[src/rtl/alu_share_arbiter.sv]
// Round-robin arbiter that shares one registered bitwise ALU among NREQ requesters.
// Requests are accepted in IDLE, computed in EXEC and held in RESP until the consumer takes them.
module alu_share_arbiter #(
  parameter int NREQ  = 4,
  parameter int WIDTH = 4,
  parameter int ID_W  = 2
) (
  input  logic                  clk,
  input  logic                  rst,
  input  logic [NREQ-1:0]       req_valid,
  output logic [NREQ-1:0]       req_ready,
  input  logic [NREQ*WIDTH-1:0] req_a,
  input  logic [NREQ*WIDTH-1:0] req_b,
  input  logic [NREQ*2-1:0]     req_sel,
  output logic                  rsp_valid,
  input  logic                  rsp_ready,
  output logic [WIDTH-1:0]      rsp_y,
  output logic [ID_W-1:0]       rsp_id,
  output logic [7:0]            op_count,
  output logic                  busy
);

  typedef enum logic [1:0] {
    ST_IDLE = 2'd0,
    ST_EXEC = 2'd1,
    ST_RESP = 2'd2
  } state_e;

  typedef enum logic [1:0] {
    OP_AND   = 2'b00,
    OP_OR    = 2'b01,
    OP_XOR   = 2'b10,
    OP_NOT_A = 2'b11
  } alu_op_e;

  state_e            state_q,     state_d;
  logic [ID_W-1:0]   rr_ptr_q,    rr_ptr_d;
  logic [WIDTH-1:0]  a_q,         a_d;
  logic [WIDTH-1:0]  b_q,         b_d;
  logic [1:0]        sel_q,       sel_d;
  logic [ID_W-1:0]   id_q,        id_d;
  logic              rsp_valid_q, rsp_valid_d;
  logic [WIDTH-1:0]  rsp_y_q,     rsp_y_d;
  logic [ID_W-1:0]   rsp_id_q,    rsp_id_d;
  logic [7:0]        op_count_q,  op_count_d;
  logic              busy_q,      busy_d;

  logic              win_found;
  logic [ID_W-1:0]   win_idx;
  logic [WIDTH-1:0]  alu_y;

  // Index reached by stepping 'step' places forward from 'base', wrapping at NREQ.
  function automatic logic [ID_W-1:0] rot_idx(input logic [ID_W-1:0] base,
                                                input int unsigned     step);
    int unsigned s;
    s = 32'(base) + step;
    s = s % unsigned'(NREQ);
    return ID_W'(s);
  endfunction

  function automatic logic [WIDTH-1:0] alu_eval(input logic [WIDTH-1:0] a,
                                                 input logic [WIDTH-1:0] b,
                                                 input logic [1:0]       sel);
    logic [WIDTH-1:0] y;
    unique case (alu_op_e'(sel))
      OP_AND:   y = a & b;
      OP_OR:    y = a | b;
      OP_XOR:   y = a ^ b;
      OP_NOT_A: y = ~a;
    endcase
    return y;
  endfunction

  // Search starts at rr_ptr so the most recently served requester goes last.
  always_comb begin
    // NOTE: every signal written here gets a default first, otherwise paths that skip an assignment infer a latch.
    win_found = 1'b0;
    win_idx   = '0;
    for (int unsigned k = 0; k < unsigned'(NREQ); k++) begin
      if (!win_found && req_valid[rot_idx(rr_ptr_q, k)]) begin
        win_found = 1'b1;
        win_idx   = rot_idx(rr_ptr_q, k);
      end
    end
  end

  always_comb begin
    req_ready = '0;
    if (!rst && state_q == ST_IDLE && win_found) begin
      req_ready[win_idx] = 1'b1;
    end
  end

  assign alu_y = alu_eval(a_q, b_q, sel_q);

  always_comb begin
    state_d     = state_q;
    rr_ptr_d    = rr_ptr_q;
    a_d         = a_q;
    b_d         = b_q;
    sel_d       = sel_q;
    id_d        = id_q;
    rsp_valid_d = rsp_valid_q;
    rsp_y_d     = rsp_y_q;
    rsp_id_d    = rsp_id_q;
    op_count_d  = op_count_q;

    unique case (state_q)
      ST_IDLE: begin
        // The winner always sees ready, so a winner means a handshake this cycle.
        if (win_found) begin
          a_d      = req_a[win_idx*WIDTH +: WIDTH];
          b_d      = req_b[win_idx*WIDTH +: WIDTH];
          sel_d    = req_sel[win_idx*2 +: 2];
          id_d     = win_idx;
          rr_ptr_d = rot_idx(win_idx, 1);
          state_d  = ST_EXEC;
        end
      end
      ST_EXEC: begin
        rsp_y_d     = alu_y;
        rsp_id_d    = id_q;
        rsp_valid_d = 1'b1;
        state_d     = ST_RESP;
      end
      ST_RESP: begin
        if (rsp_ready) begin
          rsp_valid_d = 1'b0;
          op_count_d  = op_count_q + 8'd1;
          state_d     = ST_IDLE;
        end
      end
      default: state_d = ST_IDLE;
    endcase

    // busy is registered alongside the state so it never glitches on req_valid.
    busy_d = (state_d != ST_IDLE);
  end

  always_ff @(posedge clk or posedge rst) begin
    if (rst) begin
      // NOTE: the captured operand registers are reset too; they are a handful of flops, not a memory array.
      state_q     <= ST_IDLE;
      rr_ptr_q    <= '0;
      a_q         <= '0;
      b_q         <= '0;
      sel_q       <= '0;
      id_q        <= '0;
      rsp_valid_q <= 1'b0;
      rsp_y_q     <= '0;
      rsp_id_q    <= '0;
      op_count_q  <= '0;
      busy_q      <= 1'b0;
    end else begin
      // NOTE: non-blocking assignments so every flop samples the pre-edge value of its _d.
      state_q     <= state_d;
      rr_ptr_q    <= rr_ptr_d;
      a_q         <= a_d;
      b_q         <= b_d;
      sel_q       <= sel_d;
      id_q        <= id_d;
      rsp_valid_q <= rsp_valid_d;
      rsp_y_q     <= rsp_y_d;
      rsp_id_q    <= rsp_id_d;
      op_count_q  <= op_count_d;
      busy_q      <= busy_d;
    end
  end

  assign rsp_valid = rsp_valid_q;
  assign rsp_y     = rsp_y_q;
  assign rsp_id    = rsp_id_q;
  assign op_count  = op_count_q;
  assign busy      = busy_q;

endmodule

[config.mk]
export PLATFORM = sky130hd
export DESIGN_NAME = alu_share_arbiter
export DESIGN_NICKNAME = d
export VERILOG_FILES = /design/src/rtl/alu_share_arbiter.sv
export SDC_FILE = /design/constraint.sdc
export NUM_CORES = 1
export LEC_CHECK = 0
export CAP_MARGIN = 10
export CELL_PAD_IN_SITES_DETAIL_PLACEMENT = 2
export CELL_PAD_IN_SITES_GLOBAL_PLACEMENT = 2
export CORE_MARGIN = 1.5
export CORE_UTILIZATION = 31
export CTS_BUF_LIST = sky130_fd_sc_hd__clkbuf_4 sky130_fd_sc_hd__clkbuf_8 sky130_fd_sc_hd__clkbuf_16
export CTS_CLUSTER_DIAMETER = 30
export CTS_CLUSTER_SIZE = 10
export DETAILED_ROUTE_END_ITERATION = 10
export GPL_TIMING_DRIVEN = 0
export PLACE_DENSITY = 0.95
export SLEW_MARGIN = 25
export SYNTH_ARGS = -nofsm -noshare
export SYNTH_HDL_FRONTEND = slang
export SYNTH_SLANG_ARGS = --single-unit
[constraint.sdc]
create_clock -name clk -period 4.2 [get_ports clk]
set_clock_uncertainty 0.1 [all_clocks]
set_input_delay 0.84 -clock clk [delete_from_list [all_inputs] [get_ports clk]]
set_output_delay 0.84 -clock clk [all_outputs]
set_load 0.01 [all_outputs]
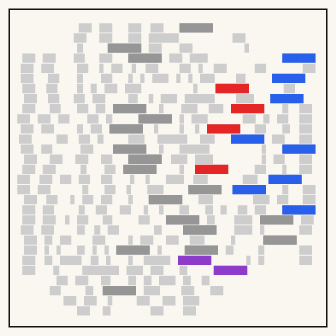
**Above:** sequential cells coloured by netlist name.
Other sequential cells in the stronger grey, the rest of the logic in the fainter grey.
rsp_y -> red  # sequential cells 4
state_q -> purple  # sequential cells 2
op_count -> blue  # sequential cells 8
not coloured = 18

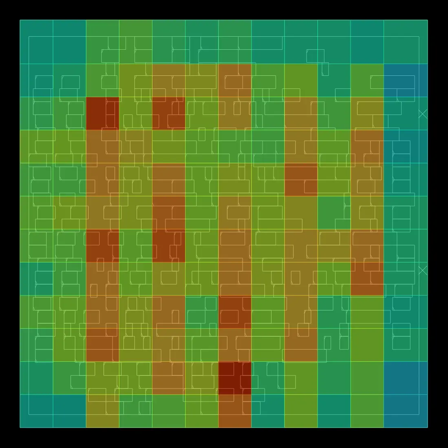
**Above:** routing congestion.
gr busiest metal: met2
met3 global-route usage: 2.821%
Core Util, Final: 45.80%
met1 global-route usage: 20.93%
detailed-route wire length per cell: 16.68 µm

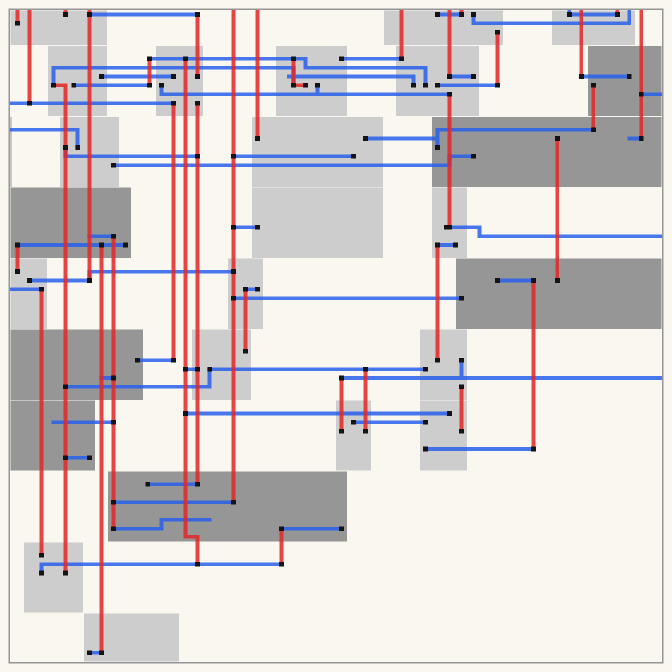
**Above:** layout detail.
Region (51, 9) to (76, 34) µm. Cells in grey, sequential cells in the stronger grey; small squares are vias.
M1 -> blue
M2 -> red
most frequent = dfrtp_1 (5), nand2b_1 (3)
cells with their middle in the window = 20
sequential cells in the window = 5

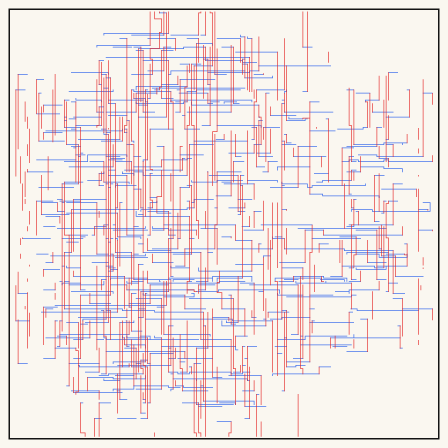
**Above:** wiring by layer.
Two of the layers only.
M2 -> red  # wire length 3040 µm
M1 -> blue  # wire length 2430 µm

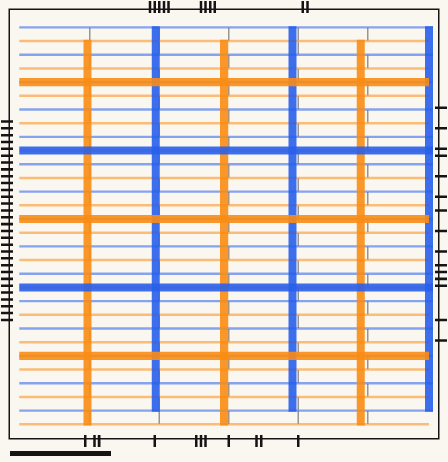
**Above:** PDN straps and rails.
Scale bar: 20 µm. Pins as bars on the die edge. Tap cells in grey.
VSS -> orange
VDD -> blue
met4 straps = 6
tap cells = 77
met5 straps = 5
signal pins = 67
rows = 29

==> results.txt <==
impl run done, here's what came out: Compound-Gate Fraction of Synth Area=16.13%, grt ovf=0, Clock Pin Slew Worst Setup and Hold Paths=0.06 ns, # DRC=2, Tcrit/Tclk final=96.46%, fin. max-slew vios=0, Reg area=800.8 µm², H-tree levels=2, Clk pwr share=14.3%, Worst Reg-to-Reg Cells=7, logic share of the area=39.43%, area of the multi-input gates=1160 µm², # diodes=0, die footprint=7234 µm², hold buffers post-CTS=0, sequential element share of the synthesized area=38.37%, number of synthesized flops with an enable pin=0, CP peak stage delay=0.58 ns, Final Hold Fails=0, Mux cell area share=13.37%, num rows=29, worst path buffer plus inverter count=3, Syn Area/Cell=10.70 µm², WHS=0.3713 ns, Sink Count=32, failing checks=design-rule violations, PortBufs=66, Placement Setup Slack=0.1424 ns, P_seq=583 µW, fin crit period=4.052 ns, DR pass1 iterations=7, final instance area=2942 µm², filler cell count=672, CP Capture Type=output pin, worst hold path depth=1, clock buf count=8, DRT Wirelength=5770 µm, cell depth of the worst setup path=8, DRT antenna net count=0, Post-Synth Simple-Gate Area=15.35%, routed vias=1825, top-area cell type share of the netlist area=38.37%, Core Util at FP=32.50%, Highest Signal Layer=met4, Root Buffer=clkbuf_8, Final Non-Filler Cells=346, DRT iter0 DRCs=16, Late-Pin Clk Latency=0.28 ns, outcome=finished with violations, area of the mapped netlist=2087 µm², Hold EP=op_count[7], Die H=85.05 µm, I/O pin cnt=67, Non-clock buffer share=24.37%, Floorplan Nets=255, count of tool warnings=33, Internal Power=1099 µW, ClkCell Share=3.318%, Setup Fix Bufs, Post-CTS=0, Yosys cell types=42, cell area power density=608.7 nW/µm², Nets=328, Setup TNS=0 ns, Top cells by area=dfrtp_1, ha_1, mux2i_1, mux4_2, and4_1, logic gate share of total power=53.2%, achievable clock frequency=246.8 MHz, TritonCTS buffer count=5, R2R Path End=sel_q[1], slowest CP cell=clkdlybuf4s50_1, Yosys top cell by instances=dfrtp_1, Placer Congestion=0.7160, final setup margin=0.1485 ns, vias in the first global route=2077, Slew HR=52.22%, largest class=logic gates, ys cells=195, leading area contributor after synthesis=dfrtp_1, Tap Cells=77, comb pwr=952 µW, Non-Clock Inverter Count=18, first-pass GRT wire length=10180 µm, startpoint type of the worst setup path=primary input
Power and IR drop assume default switching activity.
